==> run_1/clk_routes.png <==
Bar = 20 um.
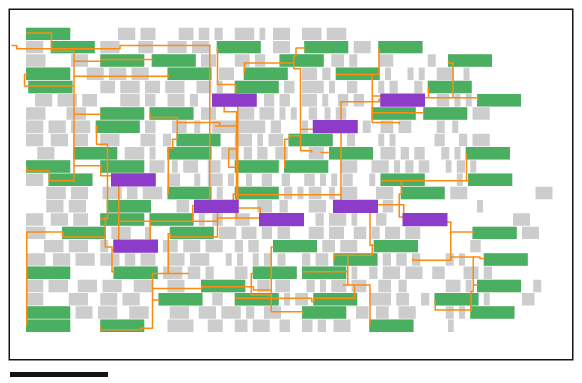
==> run_1/clocks.png <==
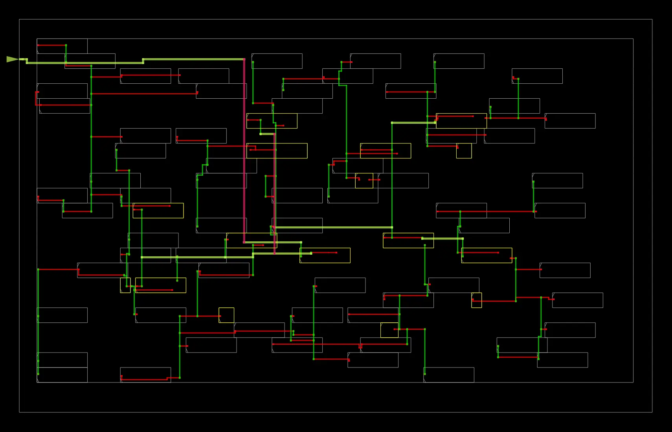
==> run_1/placement_by_type.png <==
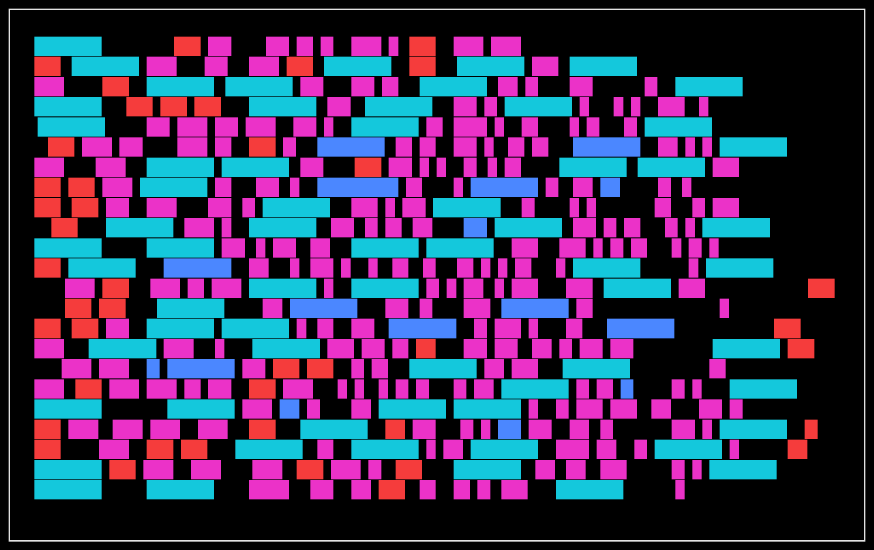
==> run_1/logic_types.png <==
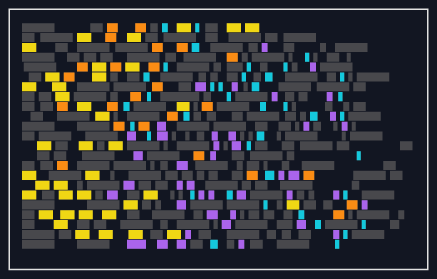
==> src/rtl/lcd_nibble_writer.sv <==
// HD44780 4-bit bus writer: sends a byte (two nibbles) or a single nibble with
// setup / E-high / gap timing, then an optional post-write delay, then pulses done.
`timescale 1ns/1ps

module lcd_nibble_writer #(
  parameter int SETUP_CYC  = 4,
  parameter int E_HIGH_CYC = 12,
  parameter int GAP_CYC    = 50,
  parameter int DELAY_W    = 20
) (
  input  logic               CLK,
  input  logic               RST_N,
  input  logic               start,
  input  logic [7:0]         data,
  input  logic               rs,
  input  logic               nibble_only,
  input  logic [DELAY_W-1:0] delay,
  output logic               busy,
  output logic               done,
  output logic [4:0]         LCD_D,
  output logic               LCD_E
);

  localparam int PH_MAX = (SETUP_CYC > E_HIGH_CYC)
                        ? ((SETUP_CYC > GAP_CYC) ? SETUP_CYC : GAP_CYC)
                        : ((E_HIGH_CYC > GAP_CYC) ? E_HIGH_CYC : GAP_CYC);
  localparam int PH_W   = (PH_MAX > 1) ? $clog2(PH_MAX) : 1;

  typedef enum logic [3:0] {
    IDLE, SETUP_H, EHI_H, GAP_H, SETUP_L, EHI_L, GAP_L, WAIT, DONE
  } state_t;

  state_t              state_q, state_d;
  logic [PH_W-1:0]     ph_cnt_q, ph_cnt_d;
  logic [DELAY_W-1:0]  wait_cnt_q, wait_cnt_d;
  logic [DELAY_W-1:0]  delay_q, delay_d;
  logic [3:0]          lo_nib_q, lo_nib_d;
  logic                rs_q, rs_d;
  logic                nib_q, nib_d;
  logic [4:0]          lcd_d_q, lcd_d_d;
  logic                lcd_e_q, lcd_e_d;
  logic                busy_q, busy_d;
  logic                done_q, done_d;
  logic                ph_last;

  // Terminal count of the timed phase the FSM is currently in.
  function automatic logic [PH_W-1:0] phase_end(input state_t s);
    case (s)
      SETUP_H, SETUP_L: phase_end = PH_W'(SETUP_CYC - 1);
      EHI_H, EHI_L:     phase_end = PH_W'(E_HIGH_CYC - 1);
      default:          phase_end = PH_W'(GAP_CYC - 1);
    endcase
  endfunction

  assign ph_last = (ph_cnt_q == phase_end(state_q));

  always_comb begin
    state_d    = state_q;
    ph_cnt_d   = ph_cnt_q;
    wait_cnt_d = wait_cnt_q;
    delay_d    = delay_q;
    lo_nib_d   = lo_nib_q;
    rs_d       = rs_q;
    nib_d      = nib_q;
    lcd_d_d    = lcd_d_q;
    lcd_e_d    = 1'b0;
    busy_d     = 1'b1;
    done_d     = 1'b0;

    case (state_q)
      IDLE, DONE: begin
        busy_d  = 1'b0;
        state_d = IDLE;
        if (start) begin
          // High nibble goes straight onto the bus so setup starts this edge.
          state_d  = SETUP_H;
          busy_d   = 1'b1;
          ph_cnt_d = '0;
          delay_d  = delay;
          lo_nib_d = data[3:0];
          rs_d     = rs;
          nib_d    = nibble_only;
          lcd_d_d  = {rs, data[7:4]};
        end
      end

      SETUP_H, SETUP_L: begin
        if (ph_last) begin
          state_d  = (state_q == SETUP_H) ? EHI_H : EHI_L;
          ph_cnt_d = '0;
          lcd_e_d  = 1'b1;
        end else begin
          ph_cnt_d = ph_cnt_q + PH_W'(1);
        end
      end

      EHI_H, EHI_L: begin
        lcd_e_d = 1'b1;
        if (ph_last) begin
          state_d  = (state_q == EHI_H) ? GAP_H : GAP_L;
          ph_cnt_d = '0;
          lcd_e_d  = 1'b0;
        end else begin
          ph_cnt_d = ph_cnt_q + PH_W'(1);
        end
      end

      GAP_H: begin
        if (ph_last) begin
          ph_cnt_d   = '0;
          wait_cnt_d = '0;
          if (nib_q) begin
            state_d = WAIT;
          end else begin
            state_d = SETUP_L;
            lcd_d_d = {rs_q, lo_nib_q};
          end
        end else begin
          ph_cnt_d = ph_cnt_q + PH_W'(1);
        end
      end

      GAP_L: begin
        if (ph_last) begin
          ph_cnt_d   = '0;
          wait_cnt_d = '0;
          state_d    = WAIT;
        end else begin
          ph_cnt_d = ph_cnt_q + PH_W'(1);
        end
      end

      // Counts 0..delay inclusive: the extra turnaround cycle places done at
      // k+T+1, and stopping at equality means an all-ones delay never wraps.
      WAIT: begin
        if (wait_cnt_q == delay_q) begin
          state_d = DONE;
          busy_d  = 1'b0;
          done_d  = 1'b1;
        end else begin
          wait_cnt_d = wait_cnt_q + DELAY_W'(1);
        end
      end

      default: begin
        state_d = IDLE;
        busy_d  = 1'b0;
      end
    endcase
  end

  always_ff @(posedge CLK or negedge RST_N) begin
    if (!RST_N) begin
      state_q    <= IDLE;
      ph_cnt_q   <= '0;
      wait_cnt_q <= '0;
      delay_q    <= '0;
      lo_nib_q   <= '0;
      rs_q       <= 1'b0;
      nib_q      <= 1'b0;
      lcd_d_q    <= '0;
      lcd_e_q    <= 1'b0;
      busy_q     <= 1'b0;
      done_q     <= 1'b0;
    end else begin
      state_q    <= state_d;
      ph_cnt_q   <= ph_cnt_d;
      wait_cnt_q <= wait_cnt_d;
      delay_q    <= delay_d;
      lo_nib_q   <= lo_nib_d;
      rs_q       <= rs_d;
      nib_q      <= nib_d;
      lcd_d_q    <= lcd_d_d;
      lcd_e_q    <= lcd_e_d;
      busy_q     <= busy_d;
      done_q     <= done_d;
    end
  end

  assign LCD_D = lcd_d_q;
  assign LCD_E = lcd_e_q;
  assign busy  = busy_q;
  assign done  = done_q;

endmodule

==> config.mk <==
export PLATFORM = sky130hd
export DESIGN_NAME = lcd_nibble_writer
export DESIGN_NICKNAME = d
export VERILOG_FILES = /design/src/rtl/lcd_nibble_writer.sv
export SDC_FILE = /design/constraint.sdc
export NUM_CORES = 1
export LEC_CHECK = 0
export ABC_AREA = 0
export CAP_MARGIN = 20
export CELL_PAD_IN_SITES_DETAIL_PLACEMENT = 1
export CELL_PAD_IN_SITES_GLOBAL_PLACEMENT = 1
export CORE_ASPECT_RATIO = 0.6
export CORE_MARGIN = 3
export CORE_UTILIZATION = 47
export CTS_BUF_LIST = sky130_fd_sc_hd__clkbuf_4 sky130_fd_sc_hd__clkbuf_8 sky130_fd_sc_hd__clkbuf_16
export DETAILED_ROUTE_END_ITERATION = 7
export GPL_TIMING_DRIVEN = 1
export HOLD_SLACK_MARGIN = 0.05
export PLACE_DENSITY = 0.88
export SLEW_MARGIN = 25
export SYNTH_ARGS = -nofsm -noshare
export SYNTH_HDL_FRONTEND = slang
export SYNTH_SLANG_ARGS = --single-unit
==> constraint.sdc <==
create_clock -name CLK -period 6.3 [get_ports CLK]
set_input_delay 1.575 -clock CLK [delete_from_list [all_inputs] [get_ports CLK]]
set_output_delay 1.575 -clock CLK [all_outputs]
set_load 0.02 [all_outputs]
==> flow_summary_export.csv, run 1 <==
group,metric,value,unit
worst_setup_path,path_cells,"clkdlybuf4s50_1 -> and2_1 -> buf_4 -> o2bb2ai_2 -> mux2_2",
place,numPortBuffers,40,
floorplan,io_pins,41,
worst_hold_path,hold_class,"register to register",
finish,flop_area,0.00160,mm^2
final_timing,setup_violations,0,
detailed_routing,detail-route-antenna-nets,0,
global_route,antenna_found_initial,0,
finish,inv_count,4,
synth,edf_count,0,
synth,synth.distinct_cells,54,
worst_setup_path,cp.required,6.51,ns
finish,num_antenna_cells,0,
pwr,p_seq_frac,0.436,
synth,top_cells_by_count,"64 x dfrtp_1, 36 x mux2_2, 24 x nand2_1",
synth,ys_seq_frac,0.476,
detailed_routing,drtPass1Iterations,4,
finish,layout.nets,388,
detailed_routing,drc,0,
synth,yosysMostFrequentCell,"dfrtp_1",
final_timing,hold_slack,0.505,ns
place,hpwl,6410,um
worst_setup_path,critPathMaxStageDelay,0.43,ns
outcome,status,"complete, no violations",
clock_tree,htreeDepth,3,
floorplan,die_area,0.00824,mm^2
detailed_routing,drt-initial-drc-count,272,
finish,area_delta_synth_final,22.2,%
worst_setup_path,worstSetupPathDepth,5,
pwr,swShare,0.221,
synth,netlist_area,0.00336,mm^2
pwr,power,0.943,mW
detailed_routing,vias_per_cell,6.40,
About clk_routes.png:
clock wires: shown in orange, length 950 um. flip-flops: shown in green, count 64. clock drivers: shown in purple, count 9.
Position of the flops: spread over the die.
clock power share: 0.532
Latency at later pin: 0.33 ns

About clocks.png:
CTS sink cnt: 64
Worst Skew: 0.00842 ns
Num CTS Buffers: 9
# clk buffers: 9

About placement_by_type.png:
clock drivers and dummy loads: shown in blue, cells 16. other buffers and delay cells: shown in red, cells 43. combinational and other logic: shown in magenta, cells 235. flops: shown in cyan, cells 64.
Core Util, Final: 0.605
Design Area, Final: 0.00411 mm^2

About logic_types.png:
inverting AOI/OAI gates: shown in purple, cells 42. XOR/XNOR gates: shown in orange, cells 24. NAND gates: shown in cyan, cells 39. multiplexers: shown in yellow, cells 38.

-- run 1: final timing paths --
kind / start / end / slack (ns)
max in group asynchronous: RST_N / wait_cnt_q[13] / 4.32
max: start / LCD_D[0] / 3.37
min: LCD_D[2] / LCD_D[2] / 0.50
max reg2reg: state_q[2] / wait_cnt_q[7] / 3.44
min reg2reg: LCD_D[2] / LCD_D[2] / 0.50
min in group asynchronous: RST_N / ph_cnt_q[4] / 1.44
-- run 1: per-layer routing --
| layer | routed length [um] | share of wire | vias up | GRT usage |
|---|---|---|---|---|
| met4 | 179 | 0.016 | 0 | 0.0638 |
| met2 | 5210 | 0.47 | 141 | 0.461 |
| li1 | - | - | 1228 | - |
| met1 | 4830 | 0.44 | 1463 | 0.388 |
| met3 | 805 | 0.073 | 17 | 0.0743 |
| met5 | 0 | 0 | - | 0 |
==> run 1 -> run 2 <==
--- a/config.mk
+++ b/config.mk
@@ -11,12 +11,12 @@
 export CELL_PAD_IN_SITES_GLOBAL_PLACEMENT = 1
 export CORE_ASPECT_RATIO = 0.6
 export CORE_MARGIN = 3
-export CORE_UTILIZATION = 47
+export CORE_UTILIZATION = 40
 export CTS_BUF_LIST = sky130_fd_sc_hd__clkbuf_4 sky130_fd_sc_hd__clkbuf_8 sky130_fd_sc_hd__clkbuf_16
 export DETAILED_ROUTE_END_ITERATION = 7
 export GPL_TIMING_DRIVEN = 1
 export HOLD_SLACK_MARGIN = 0.05
-export PLACE_DENSITY = 0.88
+export PLACE_DENSITY = 0.8
 export SLEW_MARGIN = 25
 export SYNTH_ARGS = -nofsm -noshare
 export SYNTH_HDL_FRONTEND = slang
==> constraint.sdc (replaced) <==
create_clock -name CLK -period 2.6 [get_ports CLK]
set_input_delay 0.65 -clock CLK [delete_from_list [all_inputs] [get_ports CLK]]
set_output_delay 0.65 -clock CLK [all_outputs]
set_load 0.02 [all_outputs]
==> flow_summary_export.csv, run 2 <==
group,metric,value,unit
outcome,status,"complete, no violations",
place,hpwl,6740,um
worst_setup_path,cp.required,2.82,ns
finish,flop_area,0.00160,mm^2
detailed_routing,routed.top_layer,"met4",
synth,synth.distinct_cells,54,
global_route,busiest_layer,"met2",
clock_tree,htreeDepth,3,
worst_hold_path,hold_class,"primary input to asynchronous set/reset pin",
finish,fin_area,0.00428,mm^2
synth,ys_seq_frac,0.476,
finish,area_delta_synth_final,27.2,%
detailed_routing,drt-initial-drc-count,148,
finish,inv_count,4,
detailed_routing,drtPass1Iterations,4,
worst_setup_path,r2r_start,"state_q[2]",
floorplan,io_pins,41,
pwr,p_seq_frac,0.403,
final_timing,setup_violations,0,
detailed_routing,drc,0,
[run 2: worst max-delay path by stage]
stage          depth (start not counted)              to  slack, ns      startpoint
2_1_floorplan                          9  wait_cnt_q[18]       0.13      state_q[2]
3_3_place_gp                           6  wait_cnt_q[15]       0.28      state_q[2]
3_5_place_dp                           6   wait_cnt_q[9]       0.23      state_q[2]
4_1_cts                                6  wait_cnt_q[16]       0.22      state_q[2]
5_1_grt                                6  wait_cnt_q[16]       0.03  wait_cnt_q[15]
6_report                               6  wait_cnt_q[16]       0.22      state_q[2]
[run 2: kinds of logic after synthesis]
family,count (synthesis),share of synthesized area
AOI/OAI and AO/OA,61,0.132
xor gates and xnor gates,24,0.0625
adders and majority gates,2,0.00744
buffers and inverters,20,0.0275
DFF,64,0.476
muxes,38,0.126
and+or+nand+nor,106,0.168
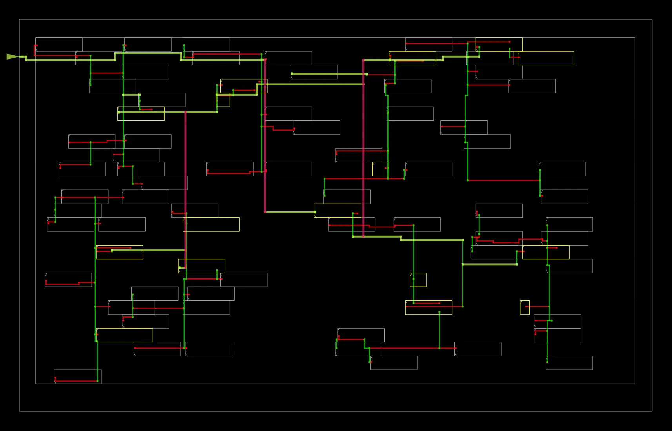
(run_2/clocks.png)
Latency at later pin: 0.34 ns
Clock group: 1.40 mW
flop count: 64
Worst Skew: 0.00544 ns

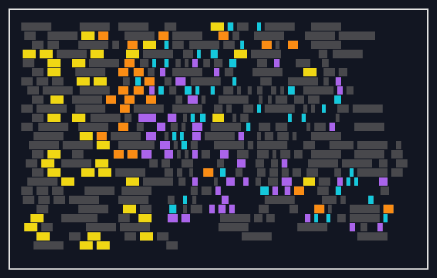
(run_2/logic_types.png)
multiplexers: shown in yellow, cells 38. inverting AOI/OAI gates: shown in purple, cells 42. NAND gates: shown in cyan, cells 39. XOR/XNOR gates: shown in orange, cells 24.
Commonest Layout Cell: dfrtp_1
Finished Layout Cells: 477
fraction of area in multi-input gates: 0.390

==> run 2 -> run 3 <==
--- a/config.mk
+++ b/config.mk
@@ -17,7 +17,7 @@
 export GPL_TIMING_DRIVEN = 1
 export HOLD_SLACK_MARGIN = 0.05
 export PLACE_DENSITY = 0.8
-export SLEW_MARGIN = 25
+export SLEW_MARGIN = 15
 export SYNTH_ARGS = -nofsm -noshare
 export SYNTH_HDL_FRONTEND = slang
 export SYNTH_SLANG_ARGS = --single-unit
==> flow_summary_export.csv, run 3 <==
group,metric,value,unit
clock_tree,cts.sinks,64,
finish,num_antenna_cells,0,
final_timing,finalClockSkew,0.00544,ns
synth,netlist_area,0.00336,mm^2
final_timing,hold_slack,0.201,ns
synth,top_cells_by_count,"64 x dfrtp_1, 36 x mux2_2, 24 x nand2_1",
global_route,busiest_layer,"met2",
finish,layout.nets,399,
finish,layout_top_cell,"dfrtp_1",
global_route,antenna_found_initial,0,
pwr,pg_clk,1.40,mW
pwr,pwr_density_cell,577,mW/mm^2
worst_setup_path,cp.required,2.82,ns
synth,fa_ha_area_frac,0.00744,
synth,ys_seq_frac,0.476,
synth,synthMuxAreaShare,0.126,
floorplan,io_pins,41,
synth,edf_count,0,
final_timing,setup_violations,0,
detailed_routing,detail-route-antenna-nets,0,
finish,instances_no_fill,477,
detailed_routing,vias_per_cell,5.65,
worst_setup_path,regToRegEndpoint,"wait_cnt_q[16]",
synth,ys_sh_simple,0.168,
detailed_routing,drc,0,
pwr,p_seq_frac,0.403,
clock_tree,cts_buffers,9,
synth,yosysMostFrequentCell,"dfrtp_1",
clock_tree,clkLatencyLatePin,0.34,ns
floorplan,die_area,0.00958,mm^2
clock_tree,htreeDepth,3,
detailed_routing,wl_met3,648,um
worst_setup_path,r2r_setup_slack,0.22,ns
worst_hold_path,hold_class,"primary input to asynchronous set/reset pin",
worst_setup_path,path_cells,"or3b_2 -> a21oi_1 -> xor2_1 -> or2_1 -> a211o_1 -> a221o_1",
outcome,status,"complete, no violations",
detailed_routing,drtPass1Iterations,4,
synth,yosysTopAreaCell,"dfrtp_1",
detailed_routing,routed.top_layer,"met4",
finish,area_delta_synth_final,27.2,%
global_route,gr-usage-met1,0.297,
synth,synth.logic.top_family,"simple AND/OR/NAND/NOR gates",
global_route,met3_usage,0.0821,
synth,synth.distinct_cells,54,
detailed_routing,met1_length,4530,um
synth,ys_sh_xor,0.0625,
worst_setup_path,r2r_start,"state_q[2]",
run 3: cell counts after synthesis:
No cell type changed its count.
run 3: worst max path at each step:
stage	end	depth (start not counted)	from	slack [ns]
3_3_place_gp	wait_cnt_q[15]	6	state_q[2]	0.28
3_5_place_dp	wait_cnt_q[9]	6	state_q[2]	0.23
5_1_grt	wait_cnt_q[16]	6	wait_cnt_q[15]	0.03
2_1_floorplan	wait_cnt_q[18]	9	state_q[2]	0.13
6_report	wait_cnt_q[16]	6	state_q[2]	0.22
4_1_cts	wait_cnt_q[16]	6	state_q[2]	0.22
run 3: cell type report:
class                   count  area, um^2  area share
multi-input cells         231        1670       0.390
flip-flops and latches     64        1600       0.374
repair buffers             54         513       0.120
clock buffers               9         225      0.0526
well taps                 108         135      0.0316
clock inverters             7         120      0.0281
inverters                   4        15.0     0.00351
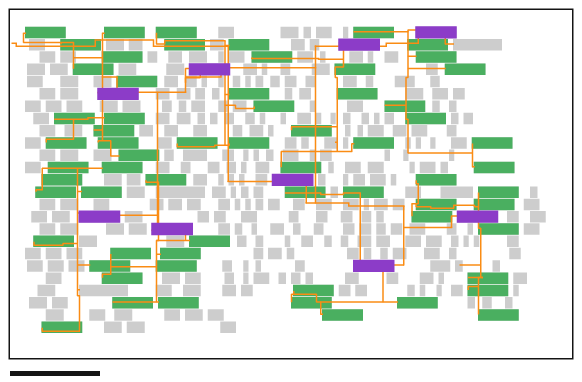
(run_3/clk_routes.png)
Bar = 20 um.
flip-flops: shown in green, count 64. clock wires: shown in orange, length 956 um. clock drivers: shown in purple, count 9.
Position of the flops: spread over the die. There are 10 routed clock nets.
clock power share: 0.567

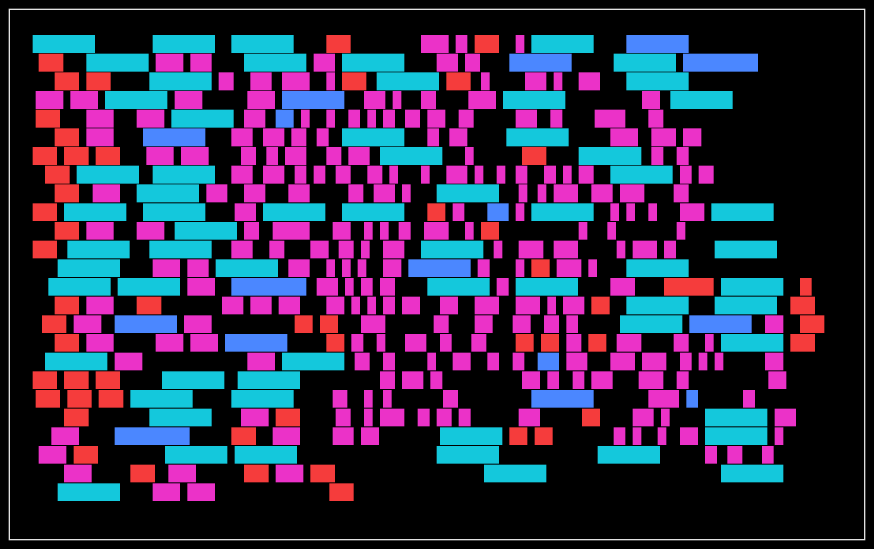
(run_3/placement_by_type.png)
other buffers and delay cells: shown in red, cells 54. combinational and other logic: shown in magenta, cells 235. clock drivers and dummy loads: shown in blue, cells 16. flops: shown in cyan, cells 64.
Core Util, Final: 0.535
Design Area, Final: 0.00428 mm^2
core footprint: 0.00801 mm^2
FP Rows: 25

Power figures rest on the tool's default switching activity, not on a simulated workload.
